File: src/rtl/mb_add_seq_pkg.sv
// Shared types and defaults for the multi-byte serial add/subtract block.
package mb_add_seq_pkg;

  // Default width of the len field; operands are up to 2**LEN_W bytes.
  localparam int LEN_W_DEF = 3;

  // Controller states.
  typedef enum logic [1:0] {
    IDLE  = 2'd0,
    RUN   = 2'd1,
    DRAIN = 2'd2
  } state_e;

endpackage

File: src/rtl/mb_add_seq_cla.sv
// cla8: purely combinational 8-bit carry-lookahead adder with group P/G.
module cla8 (
  input  logic [7:0] a,
  input  logic [7:0] b,
  input  logic       cin,
  output logic [7:0] s,
  output logic       c8,
  output logic       p,
  output logic       g
);

  logic [7:0] gen_b;
  logic [7:0] prop_b;
  logic [8:0] carry;
  logic [8:0] carry_nocin;

  // Every carry is formed directly from the per-bit generate/propagate terms
  // and cin, rather than rippling through the previous carry.
  function automatic logic [8:0] lookahead(input logic [7:0] gi,
                                           input logic [7:0] pi,
                                           input logic       ci);
    logic [8:0] c;
    logic       gg;
    logic       pp;
    c    = '0;
    c[0] = ci;
    for (int i = 0; i < 8; i++) begin
      gg = 1'b0;
      pp = 1'b1;
      for (int j = 0; j <= i; j++) begin
        gg = gi[j] | (pi[j] & gg);
        pp = pp & pi[j];
      end
      c[i+1] = gg | (pp & ci);
    end
    return c;
  endfunction

  // Bitwise generate/propagate, lookahead carries and the sum bits.
  always_comb begin
    gen_b       = a & b;
    prop_b      = a ^ b;
    carry       = lookahead(gen_b, prop_b, cin);
    carry_nocin = lookahead(gen_b, prop_b, 1'b0);
    s           = prop_b ^ carry[7:0];
    c8          = carry[8];
    p           = &prop_b;
    g           = carry_nocin[8];
  end

endmodule

File: src/rtl/mb_add_seq.sv
// mb_add_seq: serial multi-byte A+B / A-B, one byte pair per cycle, LS byte
// first. Handshakes: a transfer happens on a rising edge where valid and
// ready are both high; valid never waits on ready, and a producer holding
// valid keeps its data stable until the transfer.
module mb_add_seq
  import mb_add_seq_pkg::*;
#(
  parameter int LEN_W = LEN_W_DEF
) (
  input  logic             clk,
  input  logic             rst,
  input  logic             start,
  input  logic             sub,
  input  logic [LEN_W-1:0] len,
  input  logic             in_valid,
  output logic             in_ready,
  input  logic [7:0]       a_byte,
  input  logic [7:0]       b_byte,
  output logic             out_valid,
  input  logic             out_ready,
  output logic [7:0]       sum_byte,
  output logic             out_last,
  output logic             carry_out,
  output logic             ovf,
  output logic             busy,
  output logic             done,
  output state_e           dbg_state
);

  state_e           state_q;
  logic             sub_q;
  logic [LEN_W-1:0] cnt_q;
  logic             carry_q;
  logic [7:0]       sum_q;
  logic             out_valid_q;
  logic             out_last_q;
  logic             carry_out_q;
  logic             ovf_q;
  logic             done_q;

  logic [7:0]       b_eff;
  logic [7:0]       add_s;
  logic             add_c8;
  logic             unused_p;
  logic             unused_g;
  logic             in_acc;
  logic             out_acc;
  logic             ovf_d;

  // Operand conditioning, handshakes and the signed-overflow term.
  always_comb begin
    b_eff    = b_byte ^ {8{sub_q}};
    in_ready = (state_q == RUN) && (!out_valid_q || out_ready);
    in_acc   = in_valid && in_ready;
    out_acc  = out_valid_q && out_ready;
    ovf_d    = (a_byte[7] == b_eff[7]) && (add_s[7] != a_byte[7]);
  end

  cla8 u_cla (
    .a   (a_byte),
    .b   (b_eff),
    .cin (carry_q),
    .s   (add_s),
    .c8  (add_c8),
    .p   (unused_p),
    .g   (unused_g)
  );

  // Controller: sequences the bytes and registers every output.
  always_ff @(posedge clk or posedge rst) begin
    if (rst) begin
      state_q     <= IDLE;
      sub_q       <= 1'b0;
      cnt_q       <= '0;
      carry_q     <= 1'b0;
      sum_q       <= 8'h00;
      out_valid_q <= 1'b0;
      out_last_q  <= 1'b0;
      carry_out_q <= 1'b0;
      ovf_q       <= 1'b0;
      done_q      <= 1'b0;
    end else begin
      done_q <= 1'b0;
      case (state_q)
        IDLE: begin
          if (start) begin
            sub_q   <= sub;
            cnt_q   <= len;
            carry_q <= sub;
            state_q <= RUN;
          end
        end
        RUN: begin
          if (in_acc) begin
            sum_q       <= add_s;
            out_valid_q <= 1'b1;
            carry_q     <= add_c8;
            if (cnt_q == '0) begin
              // Last byte: hold cnt at zero and capture the final flags.
              out_last_q  <= 1'b1;
              carry_out_q <= add_c8;
              ovf_q       <= ovf_d;
              state_q     <= DRAIN;
            end else begin
              cnt_q <= cnt_q - LEN_W'(1);
            end
          end else if (out_acc) begin
            out_valid_q <= 1'b0;
          end
        end
        DRAIN: begin
          if (out_acc) begin
            out_valid_q <= 1'b0;
            out_last_q  <= 1'b0;
            done_q      <= 1'b1;
            state_q     <= IDLE;
          end
        end
        default: state_q <= IDLE;
      endcase
    end
  end

  assign out_valid = out_valid_q;
  assign sum_byte  = sum_q;
  assign out_last  = out_last_q;
  assign carry_out = carry_out_q;
  assign ovf       = ovf_q;
  assign busy      = (state_q != IDLE);
  assign done      = done_q;
  assign dbg_state = state_q;

endmodule

File: config.mk
export PLATFORM = sky130hd
export DESIGN_NAME = mb_add_seq
export DESIGN_NICKNAME = d
export VERILOG_FILES = /design/src/rtl/mb_add_seq_pkg.sv /design/src/rtl/mb_add_seq_cla.sv /design/src/rtl/mb_add_seq.sv
export SDC_FILE = /design/constraint.sdc
export NUM_CORES = 1
export LEC_CHECK = 0
export ABC_AREA = 1
export CAP_MARGIN = 40
export CORE_MARGIN = 2
export CORE_UTILIZATION = 42
export CTS_BUF_LIST = sky130_fd_sc_hd__clkbuf_16
export CTS_CLUSTER_DIAMETER = 200
export DETAILED_ROUTE_END_ITERATION = 8
export PLACE_DENSITY = 0.76
export SKIP_LAST_GASP = 1
export SYNTH_ARGS = -nofsm -noshare
export SYNTH_HDL_FRONTEND = slang
export SYNTH_SLANG_ARGS = --single-unit
File: constraint.sdc
create_clock -name clk -period 2 [get_ports clk]
set_input_delay 0.4 -clock clk [delete_from_list [all_inputs] [get_ports clk]]
set_output_delay 0.4 -clock clk [all_outputs]
set_load 0.03 [all_outputs]
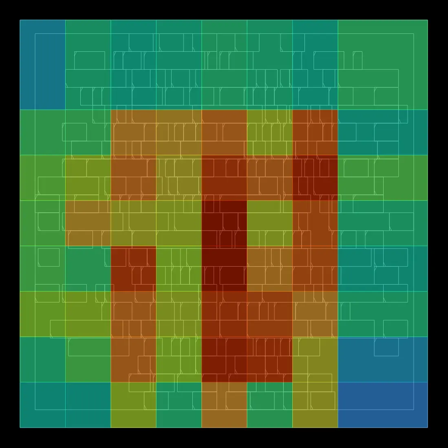
**Above:** run 1 (congestion heat map).
overall global routing resource usage: 0.193
met2 demand-to-capacity share in global routing: 0.344
busiest layer in global routing: met2
met1 global-route usage: 0.246

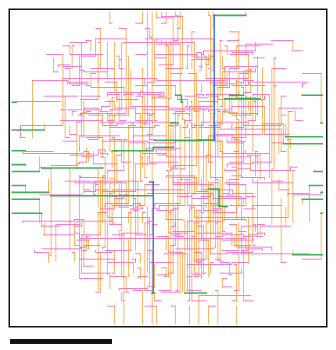
**Above:** run 1 (signal wires by layer).
Scale bar: 20 µm.
| color | layer | wire length |
|---|---|---|
| orange | M2 | 2090 µm |
| green | M3 | 159 µm |
| magenta | M1 | 1580 µm |
| blue | M4 | 46.2 µm |
Final Routed Wirelength: 3.88 mm
detailed-route wire length per cell: 13.5 µm
vias after detailed routing: 1421

==> impl_metrics.json, run 1 <==
{
  "outcome": "complete, but fails checks",
  "failed_checks": "setup timing",
  "post-dp-hpwl_mm": 2.50,
  "asyncSetResetFlopFracSynth": 1.00,
  "top_area_cell_class": "multi-input combinational cells",
  "final_cell_mix": "clkdlybuf4s50_1, nand2_1, buf_4, inv_1, dfrtp_1",
  "core_um2": 3280,
  "first_global_vias": 1286,
  "power.static_leakage_nw": 1.10,
  "dpl_worst_slack_ns": -0.343,
  "rsz0062_at_grt": "yes",
  "powerComb_w": 0.00271,
  "rr_startpoint": "sub_q",
  "fin_skew_ns": 0.00369,
  "postLayoutSetupSlackWorst_ns": -0.119,
  "synth-simple-area-share": 0.218,
  "report.final.setup_viol": 7,
  "mi_logic_area_um2": 902,
  "global_placer_s_final_weighted_congestion": 0.782,
  "design.seq.count": 20,
  "synth.lib_cells_used.distinct": 28,
  "root_buffer": "clkbuf_16",
  "num_tap_cells": 46,
  "powerClk_w": 0.000416,
  "cp-start-kind": "flop",
  "worstRegToRegCells": 14,
  "port_buffer_count": 41,
  "ys_dominant_reg_cell": "dfrtp_1",
  "yosysWarningCount": 0,
  "clock_tree.buffer_depth": 2,
  "worst_ep_arrival_time_ns": 2.26,
  "regToRegEndpoint": "sum_byte[6]",
  "cell_int_power_w": 0.00206,
  "hold_buffers": 0,
  "clock_buffer_count": 3,
  "drt_iter0_drcs": 72,
  "p_switching_w": 0.00180,
  "worstMarginPinSlew_ns": 0.321,
  "die_width_um": 61.9,
  "synth-edff-count": 0,
  "worst_skew_pair.late_latency_ns": 0.25,
  "power.density_cell_area_nw_per_um2": 1720,
  "final-hold-violation-count": 0,
  "synthesis.area_um2": 1410,
  "setup-tns-final_ns": -0.489,
  "yosys_register_bits": 20,
  "lay_top_count": "clkdlybuf4s50_1",
  "grt_antenna_before_repair": 0,
  "total_of_fill_cells_in_the_finished_design": 258,
  "floorplan.die_area_um2": 3830,
  "powerSeq_w": 0.000731,
  "dieHeight_um": 61.9,
  "storage_cell_area_um2": 502,
  "hold_ws_ns": 0.486,
  "dpl-instance-area_um2": 1990,
  "cts_buffers": 3,
  "clkTransAtPathRegs_ns": 0.06,
  "comb_share": 0.401,
  "min_path_type": "in2async",
  "area_delta_synth_final_pct": 59.5,
  "num_io_pins": 42,
  "core.rowCount": 21,
  "number_of_standard_cells_reported_by_yosys": 176,
  "synth_top_area_share": 0.355,
  "netSwitchingFraction": 0.466,
  "synth_xor_xnor_area_share": 0.0684,
  "post_synth_mux_area_share": 0,
  "wl_met3_um": 159,
  "timing_max_transition_violations_final": 0,
  "critical_path_class": "reg2reg",
  "tool_warning_count": 32,
  "postSynthSeqShare": 0.355,
  "syn_area_per_cell_um2": 8.00,
  "power.clock.fraction": 0.108,
  "n_all_inverters": 30,
  "common_cells": "nand2_1, inv_1, dfrtp_1, ha_1",
  "finish.cell_count_without_fillers": 288,
  "synth.top_cells.by_area": "dfrtp_1, ha_1, nand2_1",
  "synthMostInstantiatedCell": "nand2_1"
}
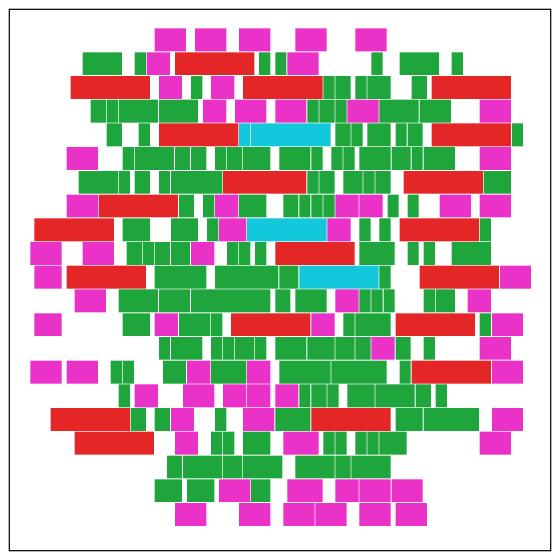
**Above:** run 1 (cell classes on the final placement).
| color | class | cells | share of their area |
|---|---|---|---|
| green | remaining logic cells | 153 | 46% |
| magenta | remaining buffers and delay cells | 65 | 27% |
| cyan | clock drivers and dummy loads | 4 | 3.6% |
| red | sequential cells | 20 | 23% |
final std cell area, no fill: 2250 µm²
final standard cell utilization of the core: 0.684
flip-flop and latch share of the layout cell area: 0.223

-- run 1: worst max-delay path, cell delays in order (launching register included) --
cell	delay, ns
dfrtp_2	0.49
xnor2_2	0.18
inv_1	0.10
ha_4	0.27
nand2_1	0.08
nor2_4	0.13
nand3_2	0.09
nand2_2	0.08
inv_2	0.04
nand3_4	0.09
nand3_4	0.09
buf_4	0.14
buf_4	0.12
nand2_1	0.05
o21ai_1	0.05
-- run 1: repair_timing --
action,4_1_cts,5_1_grt
pin swaps,11,15
resized,6,28
setup buffers,7,3
hold endpoints to repair,0,0
endpoints found under the setup margin,6,8
## Run 2: what changed since run 1
--- a/config.mk
+++ b/config.mk
@@ -13,6 +13,7 @@
 export CTS_CLUSTER_DIAMETER = 200
 export DETAILED_ROUTE_END_ITERATION = 8
 export PLACE_DENSITY = 0.76
+export RECOVER_POWER = 50
 export SKIP_LAST_GASP = 1
 export SYNTH_ARGS = -nofsm -noshare
 export SYNTH_HDL_FRONTEND = slang
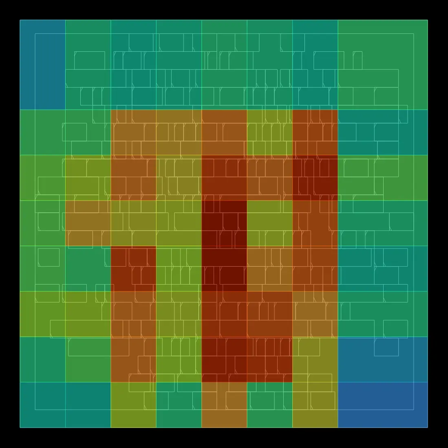
**Above:** run 2 (congestion heat map).
final standard cell utilization of the core: 0.682
global routing usage on met3: 0.0228
detailed-route wire length per cell: 13.5 µm

==> impl_metrics.json, run 2 <==
{
  "outcome": "complete, but fails checks",
  "failed_checks": "setup timing",
  "antenna-diode-count": 0,
  "core.rowCount": 21,
  "num_io_pins": 42,
  "number_of_standard_cells_reported_by_yosys": 176,
  "powerClk_w": 0.000416,
  "worstMarginPinSlew_ns": 1.12,
  "dieHeight_um": 61.9,
  "largest_register_ff_count": 8,
  "root_buffer": "clkbuf_16",
  "postSynthSeqShare": 0.355,
  "cp_cell_sequence": "xnor2_2, inv_1, ha_4, nand2_1, nor2_4, nand3_2, nand2_2, inv_2, nand3_4, nand3_4, buf_4, buf_4, nand2_1, o21ai_1",
  "cts_tree": "yes",
  "first_global_vias": 1286,
  "tool_warning_count": 32,
  "worst_skew_pair.late_latency_ns": 0.25,
  "rr_startpoint": "sub_q",
  "crit_start": "sub_q",
  "power.clock.fraction": 0.108,
  "worstSetupPathDepth": 14,
  "rsz0062_at_grt": "yes",
  "synth_chip_area_um2": 1410,
  "final-hold-violation-count": 0,
  "maxPowerGroup": "combinational cells",
  "grt_antenna_before_repair": 0,
  "synthesis.instances": 176,
  "post-dp-hpwl_mm": 2.50,
  "drc": 0,
  "min_path_type": "reg2reg",
  "synth-adder-area-share": 0.147,
  "yosysWarningCount": 0,
  "clock_sinks": 20,
  "power.density_cell_area_nw_per_um2": 1720,
  "powerSeq_w": 0.000731,
  "setup-tns-final_ns": -0.522,
  "reg2reg_slack_ns": -0.12,
  "post_cts_buffers": 7,
  "hold_path_cell_cnt": 2,
  "synth-edff-count": 0,
  "clock_tree.buffer_depth": 2,
  "final_cell_mix": "clkdlybuf4s50_1, nand2_1, buf_4, inv_1, dfrtp_1",
  "mappedNetlistNets": 217,
  "p_switching_w": 0.00180,
  "core_um2": 3280,
  "cp-start-kind": "flop",
  "synthesis.area_um2": 1410,
  "post_synth_mux_area_share": 0,
  "vias_after_detailed_routing": 1421,
  "common_cells": "nand2_1, inv_1, dfrtp_1, ha_1",
  "synth_top_area_share": 0.355,
  "maximum_clock_rate_mhz": 471,
  "timing.hold.worst.start": "sum_byte[7]",
  "min_delay_endpoint": "sum_byte[7]",
  "dpl-instance-area_um2": 1990,
  "crit_end": "sum_byte[6]",
  "synth-simple-area-share": 0.218,
  "regToRegEndpoint": "sum_byte[6]",
  "final_routed_wirelength_mm": 3.88,
  "htree_num_levels": 1,
  "synth_xor_xnor_area_share": 0.0684,
  "minimum_clock_period_after_layout_ns": 2.12,
  "synth.top_cells.by_area": "dfrtp_1, ha_1, nand2_1",
  "final_min_period_over_clock_period": 1.06,
  "worstRegToRegCells": 14,
  "fin_skew_ns": 0.00366,
  "endpoint_kind": "flop",
  "share_comb_of_total_power": 0.702,
  "cell_with_the_largest_stage_delay_on_the_worst_path": "dfrtp_2",
  "ir_drop_mv": 0.740,
  "postLayoutSetupSlackWorst_ns": -0.121,
  "finish.cell_count_without_fillers": 288,
  "cts_buffers": 3,
  "dpl_worst_slack_ns": -0.343,
  "power.static_leakage_nw": 1.09,
  "report.final.setup_viol": 7,
  "final_cell_area_um2": 2240,
  "synthMostInstantiatedCell": "nand2_1",
  "share_seq_of_total_power": 0.190,
  "grt_start_max_net_pins": 21,
  "max_cap_violations": 0,
  "worst_path_dominant_cell_family": "simple AND/OR/NAND/NOR gates",
  "post_synthesis_share_of_cell_area_spent_on_and_or_and_or_and_gates": 0.120,
  "postRouteAntennaNets": 0,
  "drtPass1Iterations": 4,
  "asyncSetResetFlopFracSynth": 1.00,
  "critical_path.max_fanout": 6,
  "timing_max_transition_violations_final": 0,
  "ctsResizeCount": 6,
  "hold_ws_ns": 0.485,
  "clkTransAtPathRegs_ns": 0.06,
  "post-layout-total-power_w": 0.00385,
  "crit_path_max_incr_delay_ns": 0.49,
  "netSwitchingFraction": 0.467,
  "yosys-dominant-comb-family": "simple AND/OR/NAND/NOR gates",
  "grt_pass1_wl_mm": 5.53,
  "place_inst": 277,
  "ys_dominant_reg_cell": "dfrtp_1",
  "data_required_critical_path_ns": 2.14,
  "timing.critical_path.buf_inv": 4,
  "finalNetCount": 284,
  "cell_int_power_w": 0.00206,
  "drive_gt1_frac": 0.281,
  "synth.lib_cells_used.distinct": 28,
  "slew_headroom": 0.254,
  "lay_top_count": "clkdlybuf4s50_1",
  "die_width_um": 61.9,
  "critical_path_class": "reg2reg",
  "initCoreUtil": 0.429,
  "worst_ep_arrival_time_ns": 2.26,
  "drt_iter0_drcs": 72,
  "floorplan.die_area_um2": 3830,
  "area_delta_synth_final_pct": 59.0,
  "synth_area_leader_cell": "dfrtp_1",
  "syn_area_per_cell_um2": 8.00,
  "avgViaCountPerCell": 4.93,
  "globalRouteTotalUtil": 0.193,
  "yosys_register_bits": 20,
  "port_buffer_count": 41,
  "hold_buffers": 0,
  "global_placer_s_final_weighted_congestion": 0.782,
  "gr-total-overflow": 0,
  "powerComb_w": 0.00271
}
## run 2: cell counts after synthesis
Identical to the previous run, type by type.
## run 2: worst min-delay path, stage by stage (launching register included)
cell and delay, ns:
dfrtp_1 0.35, nand2_1 0.06, nand2_1 0.05
## run 2: per-layer routing
metal	routed length [µm]	part of all wire	up-vias	track usage
li1	-	-	694	-
met1	1580	0.41	681	0.246
met2	2090	0.54	42	0.344
met3	164	0.042	4	0.0228
met4	46	0.012	0	0.0517
met5	0	0	-	0
## run 2: layout make-up
class / count / area [µm²]
sequential: 20 / 502
clock inverter: 1 / 3.75
timing repair buffer: 65 / 584
fill: 257 / 1040
tap: 46 / 57.6
clock buffer: 3 / 75.1
multi-input combinational: 123 / 902
inverter: 30 / 115
